--- src/rtl/dram_resp_pkg.sv ---
// dram_resp_pkg: shared defaults and port-grant encoding for the DRAM responder.
package dram_resp_pkg;
    localparam int DEF_DATA_WIDTH = 32;
    localparam int DEF_ADDR_WIDTH = 18;
    localparam int DEF_RD_LAT     = 1;
    localparam int DEF_WB_DEPTH   = 4;
    typedef enum logic [1:0] {GNT_NONE, GNT_RD, GNT_DRAIN} gnt_e;
endpackage

--- src/rtl/dram_wbuf.sv ---
// dram_wbuf: write-buffer FIFO with head outputs and youngest-match address lookup.
module dram_wbuf #(
    parameter int DW    = 32,
    parameter int AW    = 18,
    parameter int DEPTH = 4
) (
    input  logic                    clk,
    input  logic                    srstn,
    input  logic                    push_i,
    input  logic [AW-1:0]           push_addr_i,
    input  logic [DW-1:0]           push_data_i,
    input  logic                    pop_i,
    output logic [AW-1:0]           head_addr_o,
    output logic [DW-1:0]           head_data_o,
    output logic                    full_o,
    output logic [$clog2(DEPTH):0]  count_o,
    input  logic [AW-1:0]           lk_addr_i,
    output logic                    lk_hit_o,
    output logic [DW-1:0]           lk_data_o
);
    localparam int PW = $clog2(DEPTH);
    localparam int CW = PW + 1;
    logic [AW-1:0] addr_q [DEPTH];
    logic [DW-1:0] data_q [DEPTH];
    logic [PW-1:0] head_q, tail_q;
    logic [CW-1:0] count_q;
    always_ff @(posedge clk or negedge srstn) begin
        if (!srstn) begin
            head_q  <= '0;
            tail_q  <= '0;
            count_q <= '0;
        end else begin
            if (push_i) tail_q <= tail_q + PW'(1);
            if (pop_i) head_q <= head_q + PW'(1);
            count_q <= count_q + CW'(push_i) - CW'(pop_i);
        end
    end
    always_ff @(posedge clk) begin
        if (push_i) begin
            addr_q[tail_q] <= push_addr_i;
            data_q[tail_q] <= push_data_i;
        end
    end
    assign head_addr_o = addr_q[head_q];
    assign head_data_o = data_q[head_q];
    assign full_o      = count_q == CW'(DEPTH);
    assign count_o     = count_q;
    // Walk oldest to youngest so the last match wins.
    always_comb begin
        lk_hit_o  = 1'b0;
        lk_data_o = '0;
        for (int i = 0; i < DEPTH; i++) begin
            if (CW'(i) < count_q && addr_q[head_q + PW'(i)] == lk_addr_i) begin
                lk_hit_o  = 1'b1;
                lk_data_o = data_q[head_q + PW'(i)];
            end
        end
    end
endmodule

--- src/rtl/dram_resp.sv ---
// dram_resp: single-port SRAM responder; reads win the port, writes buffer and drain
// on idle cycles, and reads forward from pending buffered writes.
module dram_resp
    import dram_resp_pkg::*;
#(
    parameter int DATA_WIDTH = DEF_DATA_WIDTH,
    parameter int ADDR_WIDTH = DEF_ADDR_WIDTH,
    parameter int RD_LAT     = DEF_RD_LAT,
    parameter int WB_DEPTH   = DEF_WB_DEPTH
) (
    input  logic                  clk,
    input  logic                  srstn,
    input  logic                  dram_en_rd,
    input  logic [ADDR_WIDTH-1:0] addr_in,
    input  logic                  dram_en_wr,
    input  logic [ADDR_WIDTH-1:0] addr_out,
    input  logic [DATA_WIDTH-1:0] data_out,
    output logic                  req_ready,
    output logic [DATA_WIDTH-1:0] data_in,
    output logic                  dram_valid,
    output logic                  idle,
    output logic                  mem_cs,
    output logic                  mem_we,
    output logic [ADDR_WIDTH-1:0] mem_addr,
    output logic [DATA_WIDTH-1:0] mem_wdata,
    input  logic [DATA_WIDTH-1:0] mem_rdata
);
    localparam int CW = $clog2(WB_DEPTH) + 1;
    logic                  wb_full, wb_hit, rd_acc, wr_acc;
    logic [CW-1:0]         wb_count;
    logic [ADDR_WIDTH-1:0] head_addr;
    logic [DATA_WIDTH-1:0] head_data, hit_data;
    gnt_e                  gnt;
    logic [RD_LAT-1:0]     vld_q, fwd_q;
    logic [DATA_WIDTH-1:0] fdat_q [RD_LAT];
    logic                  dvalid_q;
    logic [DATA_WIDTH-1:0] rdata_q, rdata_d;
    assign req_ready = !wb_full;
    assign rd_acc    = dram_en_rd & req_ready;
    assign wr_acc    = dram_en_wr & req_ready;
    always_comb gnt = wb_full ? GNT_DRAIN : rd_acc ? GNT_RD : (wb_count != '0) ? GNT_DRAIN : GNT_NONE;
    assign mem_cs    = gnt != GNT_NONE;
    assign mem_we    = gnt == GNT_DRAIN;
    assign mem_addr  = (gnt == GNT_RD) ? addr_in : head_addr;
    assign mem_wdata = head_data;
    // Lookup sees only entries present before this edge, giving read-before-write.
    dram_wbuf #(.DW(DATA_WIDTH), .AW(ADDR_WIDTH), .DEPTH(WB_DEPTH)) u_wbuf (
        .clk         (clk),
        .srstn       (srstn),
        .push_i      (wr_acc),
        .push_addr_i (addr_out),
        .push_data_i (data_out),
        .pop_i       (mem_we),
        .head_addr_o (head_addr),
        .head_data_o (head_data),
        .full_o      (wb_full),
        .count_o     (wb_count),
        .lk_addr_i   (addr_in),
        .lk_hit_o    (wb_hit),
        .lk_data_o   (hit_data)
    );
    always_ff @(posedge clk or negedge srstn) begin
        if (!srstn) begin
            vld_q    <= '0;
            fwd_q    <= '0;
            dvalid_q <= 1'b0;
            rdata_q  <= '0;
        end else begin
            vld_q[0] <= rd_acc;
            fwd_q[0] <= wb_hit;
            for (int i = 1; i < RD_LAT; i++) begin
                vld_q[i] <= vld_q[i-1];
                fwd_q[i] <= fwd_q[i-1];
            end
            dvalid_q <= vld_q[RD_LAT-1];
            rdata_q  <= rdata_d;
        end
    end
    always_ff @(posedge clk) begin
        fdat_q[0] <= hit_data;
        for (int i = 1; i < RD_LAT; i++) fdat_q[i] <= fdat_q[i-1];
    end
    assign rdata_d    = !vld_q[RD_LAT-1] ? rdata_q : fwd_q[RD_LAT-1] ? fdat_q[RD_LAT-1] : mem_rdata;
    assign data_in    = rdata_q;
    assign dram_valid = dvalid_q;
    assign idle       = (wb_count == '0) & ~|vld_q & ~dvalid_q;
endmodule

--- config.mk ---
export PLATFORM = sky130hd
export DESIGN_NAME = dram_resp
export DESIGN_NICKNAME = d
export VERILOG_FILES = /design/src/rtl/dram_resp_pkg.sv /design/src/rtl/dram_wbuf.sv /design/src/rtl/dram_resp.sv
export SDC_FILE = /design/constraint.sdc
export NUM_CORES = 1
export LEC_CHECK = 0
export ABC_AREA = 1
export CORE_MARGIN = 4
export CORE_UTILIZATION = 34
export DETAILED_ROUTE_END_ITERATION = 6
export MAX_ROUTING_LAYER = met4
export PLACE_DENSITY = 0.53
export SETUP_SLACK_MARGIN = 0.1
export SYNTH_ARGS = -nofsm -noshare
export SYNTH_HDL_FRONTEND = slang
export SYNTH_SLANG_ARGS = --single-unit
--- constraint.sdc ---
create_clock -name clk -period 4.7 [get_ports clk]
set_input_delay 0.94 -clock clk [delete_from_list [all_inputs] [get_ports clk]]
set_output_delay 0.94 -clock clk [all_outputs]
set_load 0.01 [all_outputs]
Figure 1. Cell classes on the final placement.
Fill, decap, tap and diode cells in gray.
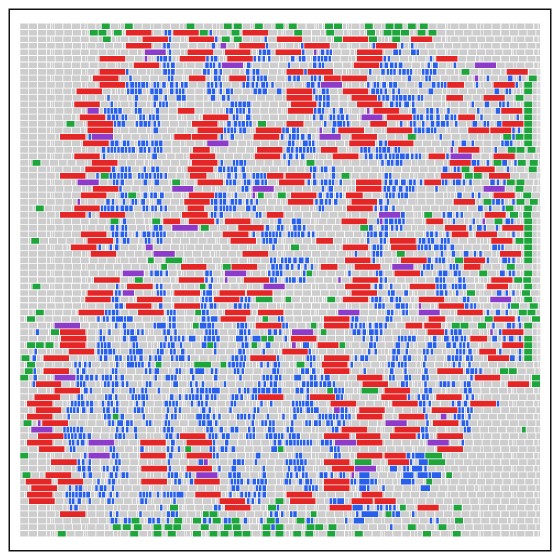
| color | class | cells |
|---|---|---|
| blue | combinational and other logic | 1789 |
| purple | clock drivers and dummy loads | 58 |
| red | flops | 274 |
| green | other buffers and delay cells | 225 |
num rows: 79
Seq area share: 39.46%
Core Util, Final: 41.75%

Figure 2. I/O nets highlighted.
Bar = 50 um.
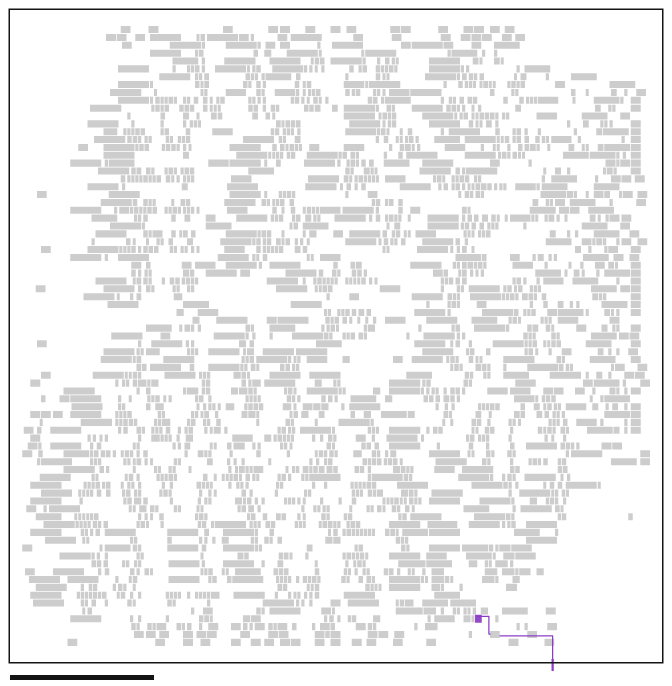
| color | port | bits | direction | edge | end cells | buffers | wire |
|---|---|---|---|---|---|---|---|
| purple | idle | 1 | output | bottom | 1 | 1 | 37.8 um |
IO Port Bufs: 190
# IOs: 191

Figure 3. Cell outlines without signal wires.
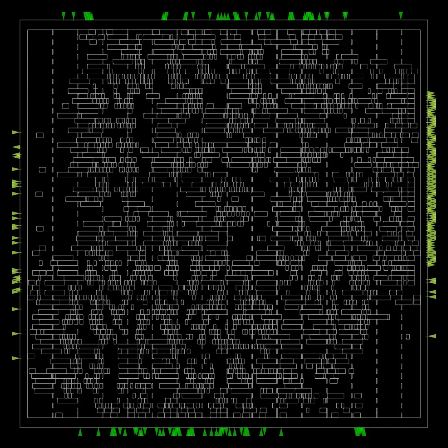
flip-flops: 274
Well Taps: 607
final instance count without filler cells: 2959

==> Changelog: implementation <==
## Flow update

- Syn_nets: 2314
- Die Y: 225.7 um
- Most frequent cells in the layout: nand2_1, o21ai_0, inv_1, edfxtp_1
- Crit. End Element: output port
- Cell type with the largest total area: edfxtp_1
- Ys cells: 2201
- Ao+oa area frac: 11.60%
- WS Path Type: reg2out
- Met2 routed WL: 22500 um
- NonClk Buf Share: 11.51%
- Core area: 46750 um^2
- Area of placed instances: 18510 um^2
- Net count reported at finish: 2434
- Clk latency late pin: 0.57 ns
- Simple share: 30.25%
- Max_cap viols: 0
- CP delay by family, top: buffers and inverters
- Post-route design area: 19520 um^2
- FF/Latch Area: 7704 um^2
- Cell Area, Synth: 16120 um^2
- CLK BUF: 40
- Max reg flops: 128
- Max incr delay on CP: 0.60 ns
- Root Driver: clkbuf_16
- Area of the multi-input gates: 7027 um^2
- # fillers: 4770
- Max transition margin: 29.34%
- Worst VDD drop: 0.0003817 V
- Inst Count DP: 2895
- Unrepaired setup endpoints after global routing: false
- Bufs and invs on worst path: 3
- Tot Pwr: 12280 uW
- Syn avg cell area: 7.324 um^2
- Hold Buf Count CTS: 0
- Met3 WL: 3815 um
- Via density: 4.975
- Pwr dens: 628.9 nW/um^2
- Clk buf depth: 3
- Commonest Layout Cell: nand2_1
- TritonCTS clock tree: yes
- DRT met1 WL: 23750 um
- Initial Util: 34.48%
- Remaining routing DRC violations: 0
- Minimum clock period: 4.055 ns
- Syn. warnings: 0
- Post-synth EDFFs: 200
- Met2 Use GR: 31.11%
- Final setup fails: 0
- Mapped Cells: 2201
- Clk_skew: 0.01294 ns
- Wire per inst: 17.31 um
- Hold Path Class: reg2reg
- Layer with the highest usage: met2
- Vias in the first global route: 13590
- Top post-synthesis cells by area: edfxtp_1, nand2_1, o21ai_0
- Critical Path Fanout Max: 32
- Post-Route WL: 51220 um
- Dpl hpwl: 34310 um
- Setup TNS: 0 ns
- Hold_ws: 0.4570 ns
- Multi-input gates: 1583
- Fmax: 246.6 MHz
- H-tree depth: 1
- Met3 GRT Util: 4.056%
- Routed Antenna Nets: 0
- Clock-pin slew on the worst setup and hold paths: 0.06 ns
- Die width: 225.7 um
- P_leak: 0.008408 uW
- Clock Sink Count: 274
- Resized cells post-CTS: 0
- Count of different cell masters after synthesis: 32
- Slowest-stage cell, CP: dfrtp_4
- CP Launch Type: flop
- Clock buffer count from CTS: 31
- Initial DRT Pass Iterations: 5
- Cycle use final: 86.27%
- Most frequent cell after synthesis: nand2_1
- GP Congestion: 0.8768
- Initial drt markers: 1049
- Yosys synthesis chip area: 16120 um^2
- Top non-seq family: simple AND/OR/NAND/NOR gates
- Status: completed
- Ant diodes: 6
- Die ar.: 50960 um^2
- Dominant kind of cell by area: flip-flops and latches
==> power breakdown <==
part	leakage [uW]	switching [uW]	internal, uW
combinational	0.00537	4320	2210
clock	0.000476	977	1400
sequential	0.00256	250	3120
total	0.00841	5540	6730
==> path summary, 6_finish.rpt <==
| check | depth (start not counted) | from | endpoint | slack (ns) |
|---|---|---|---|---|
| max | 7 | u_wbuf.head_q[0] | mem_addr[8] | 0.65 |
| min | 2 | fdat_q[0][23] | data_in[23] | 0.46 |
| max reg2reg | 17 | u_wbuf.head_q[0] | fdat_q[0][8] | 0.98 |
| min reg2reg | 2 | fdat_q[0][23] | data_in[23] | 0.46 |
| max in group asynchronous | 1 | srstn | u_wbuf.head_q[0] | 3.38 |
| min in group asynchronous | 1 | srstn | u_wbuf.tail_q[0] | 0.56 |
Power figures rest on the tool's default switching activity, not on a simulated workload.
